**Routed clock nets over the placement**

Bar = 20 microns.
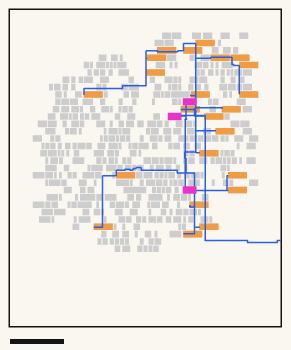
**Zoomed window**

Window x 60 to 90, y 14 to 44 microns. Cells in grey, sequential cells in the stronger grey; small squares are vias.
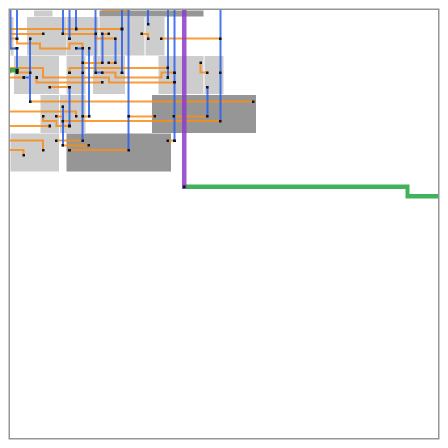
**Cell sizes after repair**

Bar = 20 microns.
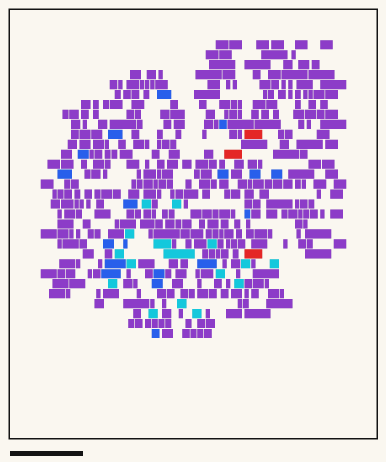
**Where the registers sit**

Bar = 20 microns.
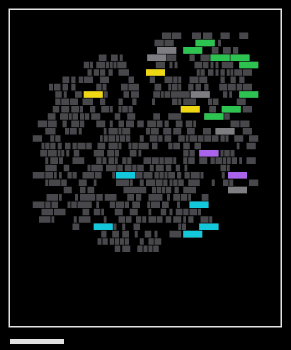
--- config.mk ---
export PLATFORM = sky130hd
export DESIGN_NAME = enum_name_parser
export DESIGN_NICKNAME = d
export VERILOG_FILES = /design/src/rtl/enum_fmt_pkg.sv /design/src/rtl/enum_name_rom.sv /design/src/rtl/enum_name_parser.sv
export SDC_FILE = /design/constraint.sdc
export NUM_CORES = 1
export LEC_CHECK = 0
export CORE_ASPECT_RATIO = 1.2
export CORE_MARGIN = 8
export CORE_UTILIZATION = 35
export CTS_CLUSTER_DIAMETER = 120
export DETAILED_ROUTE_END_ITERATION = 6
export GPL_ROUTABILITY_DRIVEN = 0
export MAX_ROUTING_LAYER = met4
export PLACE_DENSITY = 0.63
export SETUP_SLACK_MARGIN = 0.4
export SLEW_MARGIN = 20
export SYNTH_ARGS = -nofsm -noshare
export SYNTH_HDL_FRONTEND = slang
export SYNTH_SLANG_ARGS = --single-unit
--- constraint.sdc ---
create_clock -name clk -period 4.34 [get_ports clk]
set_clock_uncertainty 0.1 [all_clocks]
set_input_delay 0.651 -clock clk [delete_from_list [all_inputs] [get_ports clk]]
set_output_delay 0.651 -clock clk [all_outputs]
set_load 0.03 [all_outputs]
--- src/rtl/enum_fmt_pkg.sv ---
// enum_fmt_pkg
// Shared definitions for the enum name parser: the decoded state_e type,
// the parser FSM encoding, the token delimiters and the table of enum names
// the parser matches against.
// Ports: none (package).
// Optional feature: ENUM_PARSE_NUMERIC_EN is consumed by enum_name_parser.
package enum_fmt_pkg;

  typedef enum logic [1:0] {
    STATE_IDLE = 2'b00,
    STATE_BUSY = 2'b01,
    STATE_DONE = 2'b10
  } state_e;

  typedef enum logic [1:0] {
    IDLE  = 2'b00,
    MATCH = 2'b01,
    EMIT  = 2'b10
  } fsm_e;

  localparam int NAME_LEN  = 10;
  localparam int NUM_NAMES = 3;

  localparam logic [7:0] DELIM_SPACE = 8'h20;
  localparam logic [7:0] DELIM_NL    = 8'h0A;

  // Error code presented on enum_val for a token that matches nothing.
  localparam logic [1:0] ERR_VAL = 2'b11;

  // Name e occupies bits [e*80 +: 80]; its first character sits in the
  // most significant byte of that slice, as a string literal lays it out.
  localparam logic [NUM_NAMES*NAME_LEN*8-1:0] NAME_TABLE =
    {"STATE_DONE", "STATE_BUSY", "STATE_IDLE"};

  function automatic logic [7:0] name_char(input logic [1:0] e, input logic [3:0] i);
    if (int'(e) >= NUM_NAMES || int'(i) >= NAME_LEN) return 8'h00;
    return NAME_TABLE[int'(e)*NAME_LEN*8 + (NAME_LEN-1-int'(i))*8 +: 8];
  endfunction

  function automatic logic is_delim(input logic [7:0] c);
    return (c == DELIM_SPACE) || (c == DELIM_NL);
  endfunction

endpackage

--- src/rtl/enum_name_rom.sv ---
// enum_name_rom
// Purely combinational lookup of one character of an enum name.
// Ports:
//   enum_idx  - which name (0 = STATE_IDLE, 1 = STATE_BUSY, 2 = STATE_DONE)
//   char_idx  - character position within the name (0..9)
//   char_out  - ASCII byte at that position, 8'h00 when out of range
module enum_name_rom
  import enum_fmt_pkg::*;
(
  input  logic [1:0] enum_idx,
  input  logic [3:0] char_idx,
  output logic [7:0] char_out
);

  assign char_out = name_char(enum_idx, char_idx);

endmodule

--- src/rtl/enum_name_parser.sv ---
// enum_name_parser
// Streams ASCII characters, splits them into tokens on space/newline and
// decodes each token into a state_e value, flagging unknown tokens.
// Ports:
//   clk, rst_n            - clock, synchronous active-low reset
//   char_valid/char_ready - character input handshake, char_data = byte
//   enum_valid/enum_ready - result output handshake
//   enum_val, enum_err    - decoded value (2'b11 on error) and error flag
//   err_count             - saturating count of accepted error results
// Optional feature: define ENUM_PARSE_NUMERIC_EN to also accept the
// single-digit tokens "0", "1" and "2".
module enum_name_parser
  import enum_fmt_pkg::*;
#(
  parameter int MAX_TOKEN_LEN = 16,
  parameter int ERR_CNT_W     = 8
) (
  input  logic                 clk,
  input  logic                 rst_n,
  input  logic                 char_valid,
  input  logic [7:0]           char_data,
  output logic                 char_ready,
  output logic                 enum_valid,
  input  logic                 enum_ready,
  output logic [1:0]           enum_val,
  output logic                 enum_err,
  output logic [ERR_CNT_W-1:0] err_count
);

  localparam int IDX_W = $clog2(MAX_TOKEN_LEN + 1);

  fsm_e             state;
  logic [IDX_W-1:0] index;
  logic [2:0]       mask;
  logic [7:0]       name_byte [NUM_NAMES];
  logic [3:0]       rom_idx;
  logic             in_range;
  logic             char_fire;
  logic             delim;
  logic [2:0]       next_mask;
  logic [IDX_W-1:0] next_index;
  logic [1:0]       res_val;
  logic             res_err;
`ifdef ENUM_PARSE_NUMERIC_EN
  logic [7:0]       first_char;
`endif

  assign char_fire = char_valid && char_ready;
  assign delim     = is_delim(char_data);
  assign in_range  = (int'(index) < NAME_LEN);
  assign rom_idx   = in_range ? 4'(index) : 4'd0;

  // One lookup per candidate name, all indexed by the current position.
  for (genvar g = 0; g < NUM_NAMES; g++) begin : g_rom
    enum_name_rom u_rom (
      .enum_idx (2'(g)),
      .char_idx (rom_idx),
      .char_out (name_byte[g])
    );
  end

  // A candidate survives only while every character so far matched and the
  // token has not grown past the name length.
  always_comb begin
    next_mask = 3'b000;
    for (int k = 0; k < NUM_NAMES; k++) begin
      next_mask[k] = mask[k] && in_range && (char_data == name_byte[k]);
    end
    next_index = (int'(index) < MAX_TOKEN_LEN) ? index + 1'b1 : index;
  end

  // Decode the finished token; anything not exactly one full-length match
  // becomes an error.
  always_comb begin
    res_val = ERR_VAL;
    res_err = 1'b1;
    if ((int'(index) == NAME_LEN) && $onehot(mask)) begin
      res_err = 1'b0;
      unique case (mask)
        3'b001:  res_val = STATE_IDLE;
        3'b010:  res_val = STATE_BUSY;
        default: res_val = STATE_DONE;
      endcase
    end
`ifdef ENUM_PARSE_NUMERIC_EN
    else if ((int'(index) == 1) && (first_char >= "0") && (first_char <= "2")) begin
      res_err = 1'b0;
      res_val = first_char[1:0];
    end
`endif
  end

  // Parser FSM; char_ready is registered so it drops exactly while a
  // result is waiting in EMIT.
  always_ff @(posedge clk) begin
    if (!rst_n) begin
      state      <= IDLE;
      index      <= '0;
      mask       <= 3'b111;
      char_ready <= 1'b1;
      enum_valid <= 1'b0;
      enum_val   <= 2'b00;
      enum_err   <= 1'b0;
      err_count  <= '0;
`ifdef ENUM_PARSE_NUMERIC_EN
      first_char <= 8'h00;
`endif
    end else begin
      unique case (state)
        IDLE: begin
          // Delimiters between tokens are simply dropped here.
          if (char_fire && !delim) begin
            mask  <= next_mask;
            index <= next_index;
`ifdef ENUM_PARSE_NUMERIC_EN
            first_char <= char_data;
`endif
            state <= MATCH;
          end
        end
        MATCH: begin
          if (char_fire) begin
            if (delim) begin
              enum_val   <= res_val;
              enum_err   <= res_err;
              enum_valid <= 1'b1;
              char_ready <= 1'b0;
              state      <= EMIT;
            end else begin
              mask  <= next_mask;
              index <= next_index;
            end
          end
        end
        EMIT: begin
          if (enum_ready) begin
            enum_valid <= 1'b0;
            char_ready <= 1'b1;
            if (enum_err && (err_count != '1)) err_count <= err_count + 1'b1;
            index <= '0;
            mask  <= 3'b111;
            state <= IDLE;
          end
        end
        default: state <= IDLE;
      endcase
    end
  end

endmodule

==> flow_summary.toml <==
# implementation run metrics
[cts]
numCtsBuffers = 3
clock-sinks = 23
cts_tree = "built"
post_cts_buffers = 0
cts_htree_levels = 1
clock-root-buffer = "clkbuf_8"

[grt]
antenna_found_initial = 0
track_usage_pct = 16.7
overflow = 0

[power]
p_leak_nw = 1.30

[worst_setup_path]
slowest_delay_ns = 0.61
cp-start-kind = "flop"
crit_required_ns = 4.43
cp.arrival_ns = 3.84

[final_timing]
worst_hold_slack_ns = 0.411
period_used_pct = 86.2
final-setup-viol-count = 0

[synth]
edf_count = 0
top_cell = "nor2_1"
syn_nets = 449
top_cells_by_count = "33 x nor2_1, 32 x nand2_1, 28 x clkbuf_1"
ys.flops = 23

[routing]
wl_per_cell_microns = 17.3

[run_status]
status = "finished, final reports clean"

[job]
cap_viol_max_count = 0
Back to the opening pictures, 'routed clock nets over the placement':
Key: magenta = clock-net drivers [count 3]; orange = flip-flops [count 23]; blue = clock wires [length 416 microns]
There are 4 routed clock nets.

Back to the opening pictures, 'zoomed window':
Key: purple = M4; blue = M2; orange = M1; green = M3
Sequential cells in the window: 2. 14 logic cells have their middle in the window. Netlist names of flops here include `index` (2). Most frequent: nor2_1 (3).

Back to the opening pictures, 'cell sizes after repair':
Key: cyan = x3 and x4 [cells 16, most used buf_4]; purple = x1 and smaller [cells 388, most used nor2_1]; red = x6 and larger [cells 3, most used clkbuf_8]; blue = x2 [cells 18, most used or3b_2]

Back to the opening pictures, 'where the registers sit':
Key: yellow = `mask` [sequential cells 3]; green = `err_count` [sequential cells 8, where north-east]; purple = `state` [sequential cells 2]; cyan = `index` [sequential cells 5]
Another 5 sequential cells are not coloured.
Final Util: 40.1%
sequential share of cell area: 13.6%
FF+latch area: 460 sq um

-- state kept, by name, summed over array words and instances (netlist names) --
register	flops
enum_err	1
enum_valid	1
index	5
mask	3
state	2
char_ready	1
err_count	8
enum_val	2
-- worst register-to-register path: stages (launching register included) --
cell	delay (ns)
dfxtp_1	0.61
or3b_2	0.61
ha_1	0.28
xnor2_2	0.16
ha_2	0.53
inv_1	0.16
nor4_1	0.39
nor3_1	0.12
nand3_1	0.11
nor3b_1	0.18
o311ai_0	0.16
o31ai_1	0.23
-- kinds of logic after synthesis --
family / count (synthesis)
multiplexers: 9
AND/OR/NAND/NOR: 175
AND-OR/OR-AND: 121
flip-flops: 23
adder cells (fa/ha/maj): 19
XOR/XNOR: 15
buffers and inverters: 56
-- cell usage in the layout, fill, tap and decap left out, drive strengths merged, types with 16 or more instances in the layout --
| cell type | instances |
|---|---|
| a21oi | 19 |
| clkdlybuf4s50 | 24 |
| dfxtp | 23 |
| ha | 18 |
| inv | 21 |
| nand2 | 32 |
| nand3 | 16 |
| nor2 | 33 |
| o21ai | 22 |
-- power by group --
| group | leakage (nW) | total [mW] | switching (mW) | internal (mW) |
|---|---|---|---|---|
| registers | 0.187 | 0.224 | 0.00789 | 0.216 |
| logic | 1.09 | 0.334 | 0.201 | 0.133 |
| clock network | 0.0255 | 0.144 | 0.0798 | 0.0644 |
| total | 1.30 | 0.702 | 0.289 | 0.414 |
-- metal layers --
layer	up-vias	track usage [%]	wire (microns)
met5	-	-	0
met4	0	8.59	351
met3	31	1.78	615
met2	143	27.6	4410
met1	1529	19.8	4000
li1	1576	-	-
-- area by class of cell --
cell class / count / area (sq um) / area share, %
inverter: 21 / 78.8 / 2.33
timing repair buffer: 38 / 345 / 10.2
clock buffer: 3 / 41.3 / 1.22
tap: 117 / 146 / 4.33
clock inverter: 1 / 5.00 / 0.148
sequential: 23 / 460 / 13.6
multi-input combinational: 339 / 2300 / 68.1
-- repair_timing --
action	in CTS	in global routing
setup endpoints to repair	0	2
resized	0	4
endpoints found under the hold margin	0	0
-- final timing paths --
check / start / end / slack, ns / cells after the start
hold reg to reg: enum_val[1]$_SDFFE_PN0P_ / enum_val[1]$_SDFFE_PN0P_ / 0.41 / 1
setup / recovery: index[1]$_SDFFE_PN0P_ / mask[2]$_SDFFE_PN1P_ / 0.60 / 11
setup reg to reg: index[1]$_SDFFE_PN0P_ / mask[2]$_SDFFE_PN1P_ / 0.60 / 11
hold / removal: enum_val[1]$_SDFFE_PN0P_ / enum_val[1]$_SDFFE_PN0P_ / 0.41 / 1
-- through the flow --
stage | power (mW) | setup WS [ns] | instances
after global routing | 0.750 | 0.412 | 542
after CTS | 0.701 | 0.480 | 542
after global placement | 0.551 | 0.585 | 538
final | 0.702 | 0.599 | 542
after floorplan | 0.466 | 0.647 | 418
after detailed placement | 0.554 | 0.499 | 538
Power and IR drop assume default switching activity.
